Figure 1. Placed cells, one colour a class.
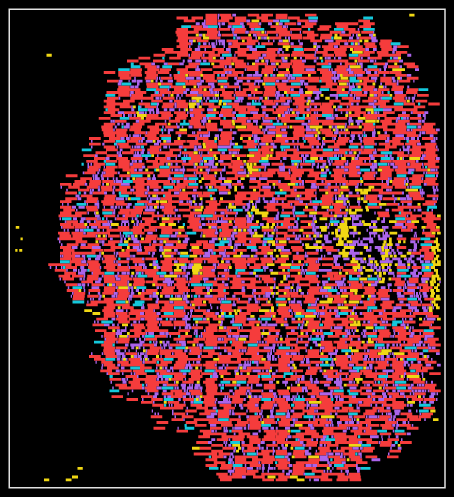
Figure 2. Cell area per tile.
Scale bar: 100 um. The die is cut into 21 by 23 equal tiles; black is low, pale yellow is high, 0 to 100% covered.
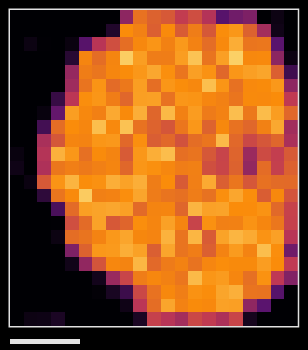
Figure 3. Power grid.
Scale bar: 100 um. Pins as bars on the die edge.
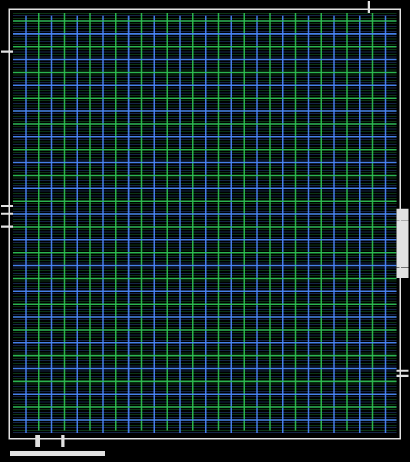
Figure 4. Track usage over the die.
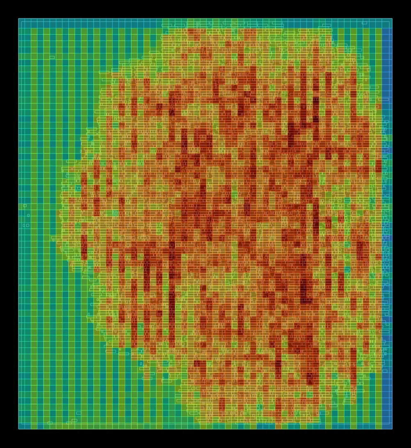
Figure 5. Wires at chosen ports, followed through buffers.
Scale bar: 100 um.
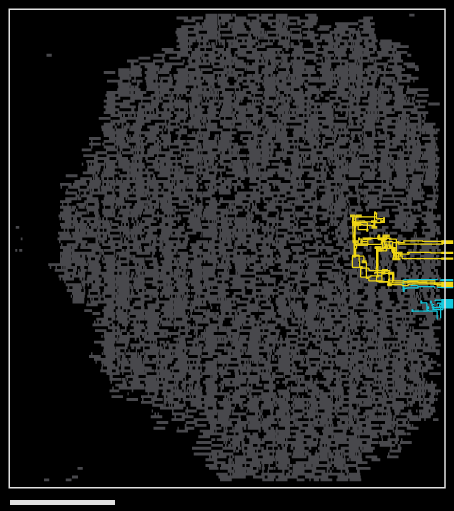
[config.mk]
export PLATFORM = sky130hd
export DESIGN_NAME = banked_reg_file
export DESIGN_NICKNAME = d
export VERILOG_FILES = /design/src/rtl/banked_reg_file.sv
export SDC_FILE = /design/constraint.sdc
export NUM_CORES = 2
export LEC_CHECK = 0
export CORE_ASPECT_RATIO = 1.1
export CORE_MARGIN = 3
export CORE_UTILIZATION = 45
export DETAILED_ROUTE_END_ITERATION = 10
export HOLD_SLACK_MARGIN = 0.08
export PLACE_DENSITY = 0.67
export SETUP_SLACK_MARGIN = 0.4
export SLEW_MARGIN = 25
export SYNTH_ARGS = -nofsm -noshare
export SYNTH_HDL_FRONTEND = slang
export SYNTH_SLANG_ARGS = --single-unit
export TNS_END_PERCENT = 10
[constraint.sdc]
create_clock -name i_clk -period 8 [get_ports i_clk]
set_input_delay 2 -clock i_clk [delete_from_list [all_inputs] [get_ports i_clk]]
set_output_delay 2 -clock i_clk [all_outputs]
set_load 0.01 [all_outputs]
[src/rtl/banked_reg_file.sv]
// rtl/banked_reg_file.sv - banked register file with SFRs, INDF/FSR indirection and PORTA/PORTB I/O
// Optional power-on RAM clear sequencer enabled by defining REGFILE_CLEAR_EN.
module banked_reg_file #(
  parameter int DATA_W      = 8,
  parameter int ADDR_W      = 7,
  parameter int NUM_BANKS   = 2,
  parameter int SHARED_BASE = 'h70
) (
  input  logic              i_clk,
  input  logic              i_rst_n,
  input  logic [ADDR_W-1:0] i_addr,
  input  logic              i_wr_en,
  input  logic [DATA_W-1:0] i_wr_data,
  output logic [DATA_W-1:0] o_rd_data,
  input  logic              i_status_we,
  input  logic [2:0]        i_status_flags,
  output logic [DATA_W-1:0] o_status_out,
  input  logic [DATA_W-1:0] i_porta_in,
  output logic [DATA_W-1:0] o_portb_out,
  output logic [DATA_W-1:0] o_portb_oe,
  output logic              o_busy
);

  localparam int BANK_IW   = (NUM_BANKS > 1) ? $clog2(NUM_BANKS) : 1;
  localparam int RAM_DEPTH = 1 << ADDR_W;
  localparam int CNT_W     = ADDR_W + BANK_IW;
  localparam logic [1:0]        BANK_MASK = 2'(NUM_BANKS - 1);
  localparam logic [ADDR_W-1:0] A_INDF    = '0;
  localparam logic [ADDR_W-1:0] A_STATUS  = ADDR_W'(3);
  localparam logic [ADDR_W-1:0] A_FSR     = ADDR_W'(4);
  localparam logic [ADDR_W-1:0] A_PORTA   = ADDR_W'(5);
  localparam logic [ADDR_W-1:0] A_PORTB   = ADDR_W'(6);
  localparam logic [ADDR_W-1:0] A_SHARED  = ADDR_W'(SHARED_BASE);

  logic [DATA_W-1:0] r_ram [NUM_BANKS][RAM_DEPTH];
  logic [DATA_W-1:0] r_status;
  logic [DATA_W-1:0] r_fsr;
  logic [DATA_W-1:0] r_portb;
  logic [DATA_W-1:0] r_trisb;
  logic [DATA_W-1:0] r_sync1;
  logic [DATA_W-1:0] r_sync2;

  logic              w_clr_run;
  logic [BANK_IW-1:0] w_clr_bank;
  logic [ADDR_W-1:0] w_clr_addr;
  logic              w_we;
  logic              w_is_indf;
  logic [ADDR_W-1:0] w_tgt_addr;
  logic [1:0]        w_bank_raw;
  logic [1:0]        w_bank;
  logic              w_shared;
  logic [BANK_IW-1:0] w_ram_bank;
  logic              w_sel_null;
  logic              w_sel_status;
  logic              w_sel_fsr;
  logic              w_sel_porta;
  logic              w_sel_portb;
  logic              w_sel_trisb;
  logic              w_sel_ram;
  logic [DATA_W-1:0] w_rd_data;

`ifdef REGFILE_CLEAR_EN
  localparam logic [CNT_W-1:0] CNT_LAST = CNT_W'(NUM_BANKS * RAM_DEPTH - 1);

  logic [CNT_W-1:0] r_clr_cnt;
  logic             r_clr_done;

  always_ff @(posedge i_clk or negedge i_rst_n) begin
    if (!i_rst_n) begin
      r_clr_cnt  <= '0;
      r_clr_done <= 1'b0;
    end else if (!r_clr_done) begin
      r_clr_cnt <= r_clr_cnt + 1'b1;
      if (r_clr_cnt == CNT_LAST) r_clr_done <= 1'b1;
    end
  end

  // r_clr_done is also 0 during reset, which blocks RAM writes at edges inside reset
  assign w_clr_run  = ~r_clr_done;
  assign w_clr_bank = r_clr_cnt[CNT_W-1:ADDR_W];
  assign w_clr_addr = r_clr_cnt[ADDR_W-1:0];
  assign o_busy     = i_rst_n & ~r_clr_done;
`else
  assign w_clr_run  = 1'b0;
  assign w_clr_bank = '0;
  assign w_clr_addr = '0;
  assign o_busy     = 1'b0;
`endif

  assign w_we = i_wr_en & ~w_clr_run;

  // INDF redirects through FSR; FSR[7] supplies bank bit 0, STATUS[6] bank bit 1
  assign w_is_indf  = (i_addr == A_INDF);
  assign w_tgt_addr = w_is_indf ? r_fsr[ADDR_W-1:0] : i_addr;
  assign w_bank_raw = w_is_indf ? {r_status[6], r_fsr[7]} : r_status[6:5];
  assign w_bank     = w_bank_raw & BANK_MASK;
  assign w_shared   = (w_tgt_addr >= A_SHARED);
  assign w_ram_bank = w_shared ? '0 : w_bank[BANK_IW-1:0];

  assign w_sel_null   = (w_tgt_addr == A_INDF);
  assign w_sel_status = (w_tgt_addr == A_STATUS);
  assign w_sel_fsr    = (w_tgt_addr == A_FSR);
  assign w_sel_porta  = (w_tgt_addr == A_PORTA) && (w_bank == 2'd0);
  assign w_sel_portb  = (w_tgt_addr == A_PORTB) && (w_bank == 2'd0);
  assign w_sel_trisb  = (w_tgt_addr == A_PORTB) && (w_bank == 2'd1);
  assign w_sel_ram    = ~(w_sel_null | w_sel_status | w_sel_fsr |
                          w_sel_porta | w_sel_portb | w_sel_trisb);

  always_ff @(posedge i_clk) begin
    if (w_clr_run) begin
      r_ram[w_clr_bank][w_clr_addr] <= '0;
    end else if (w_we && w_sel_ram) begin
      r_ram[w_ram_bank][w_tgt_addr] <= i_wr_data;
    end
  end

  always_ff @(posedge i_clk or negedge i_rst_n) begin
    if (!i_rst_n) begin
      r_status <= '0;
      r_fsr    <= '0;
      r_portb  <= '0;
      r_trisb  <= '1;
      r_sync1  <= '0;
      r_sync2  <= '0;
    end else begin
      r_sync1 <= i_porta_in;
      r_sync2 <= r_sync1;
      // ALU flags win bits [2:0] when they collide with a register write
      if (w_we && w_sel_status) begin
        r_status <= i_status_we ? {i_wr_data[DATA_W-1:3], i_status_flags} : i_wr_data;
      end else if (i_status_we) begin
        r_status[2:0] <= i_status_flags;
      end
      if (w_we && w_sel_fsr)   r_fsr   <= i_wr_data;
      if (w_we && w_sel_portb) r_portb <= i_wr_data;
      if (w_we && w_sel_trisb) r_trisb <= i_wr_data;
    end
  end

  always_comb begin
    w_rd_data = '0;
    if (w_sel_status)               w_rd_data = r_status;
    else if (w_sel_fsr)             w_rd_data = r_fsr;
    else if (w_sel_porta)           w_rd_data = r_sync2;
    else if (w_sel_portb)           w_rd_data = r_portb;
    else if (w_sel_trisb)           w_rd_data = r_trisb;
    else if (w_sel_ram && !w_clr_run) w_rd_data = r_ram[w_ram_bank][w_tgt_addr];
  end

  assign o_rd_data    = w_rd_data;
  assign o_status_out = r_status;
  assign o_portb_out  = r_portb;
  assign o_portb_oe   = ~r_trisb;

endmodule

==> ci_impl_report.md <==
## Synthesis and layout report

| Metric | Value |
|---|---|
| Fraction of area in clock buffers and inverters | 6.27% |
| Crit path buf inv count | 6 |
| Antenna Violating Nets Remaining | 0 |
| Top Layout Cells | edfxtp_1, nand2_1, buf_4 |
| Commonest Layout Cell | edfxtp_1 |
| Cell area after layout | 97700 um^2 |
| CP max stage delay | 0.55 ns |
| CP most frequent cell | buf_4 |
| Reg-to-reg critical path endpoint | r_ram[0][962] |
| Post-route setup slack | 0.149 ns |
| Top cells by count, synth | edfxtp_1, nand2_1, a21oi_1 |
| Max-slew violation count | 0 |
| Clock power share | about two fifths |
| Grt total ovfl | 0 |
| Clock group | between 9 and 10 mW |
| Final TNS setup | 0 ns |
| Seq share, synth | a little under 80% |
| Post-cts resize count | 223 |
| Total detailed-routing wirelength | roughly 260000 um |
| CP required | 6.00 ns |
| Largest cell class by area | sequential cells |
| Post-synth mux share | 4.74% |
| HP Class | reg -> reg |
| TritonCTS Buffers | 196 |
| N_diodes | 2 |
| Critical Path Source | i_addr[4] |
| Number of synthesized register bits | 2096 |
| Max reg flops | 2048 |
| Slew Limit Headroom | 21.2% |
| XOR-XNOR Cells, Area Fraction | 0% |
| Most flop-heavy register | r_ram |
| Drt drc | 0 |
| Syn Std Cell Area | 81500 um^2 |
| Avg Cell Area, Syn | 15.3 um^2 |
| RSZ-0062 raised after global routing | yes |
| Main logic family | AND-OR/OR-AND gates |
| Storage cell area | 62700 um^2 |
| Netlist cell types | around 80 |
| Synthesis area per yosys | 81500 um^2 |
| Worst-path maximum fanout | 7 |
| Asr flop ratio synth | around 2.3% |
| Min-delay src | r_sync1[1] |
| Tcrit/Tclk final | 98.1% |
| Worst r2r path cells | 13 |
| MaxCap Viol Count | 0 |
| Inverters | 15 |
| Row count | 163 |
| Skew final | between 0.04 and 0.05 ns |
| Mi-comb count | 3044 |
| Reg clk slew, reported paths | 0.06 ns |
| CTS Hold Bufs | 0 |
| Final net count | 6051 |
| Met1 Use GR | 36.5% |
| Clock buffers | 258 |
| Flop count | 2096 |
| Worst Hold Path Cells | 0 |
| Top layer reached by signal wires | met5 |
| Main power group | sequential cells |
| Crit. End Element | output pin |
| Count leader, synth | edfxtp_1 |
| Seq pwr share | around 53% |
| Hold path endpoint | r_sync2[1] |
| Initial antenna violation count | 7 |
| Run status | completed |
Back to the opening pictures, Figure 1:
[purple] combinational and other logic | cells: 3059
[cyan] clock drivers and dummy loads | cells: 359
[yellow] other buffers and delay cells | cells: 668
[red] flops | cells: 2096
core area: 180000 um^2
flop share of the area: 64.2%
final core utilization: 54.4%

Back to the opening pictures, Figure 2:
fullest tile: 90%
emptiest ninth of the die: bottom left
tiles over 75% full: 24%
FP Core Util: 45.3%

Back to the opening pictures, Figure 3:
[blue] VSS
[green] VDD
met1 rails: 164
met4 straps: 29
met5 straps: 32
rows: 163
die y size: 452 um
die width: 412 um
Peak VDD IR: 225 uV

Back to the opening pictures, Figure 4:
Global Route Usage Sum: 27.1%
GR Util met2: 41.7%
WL/cell: 30.0 um
grt peak-use layer: met2

Back to the opening pictures, Figure 5:
[yellow] i_addr | direction: input | end cells: 47 | buffers: 17 | wire: 1190 um
[cyan] o_portb_oe | direction: output | end cells: 8 | buffers: 8 | wire: 209 um
io pins: 63
PortBufs: 61

Power and IR drop assume default switching activity.
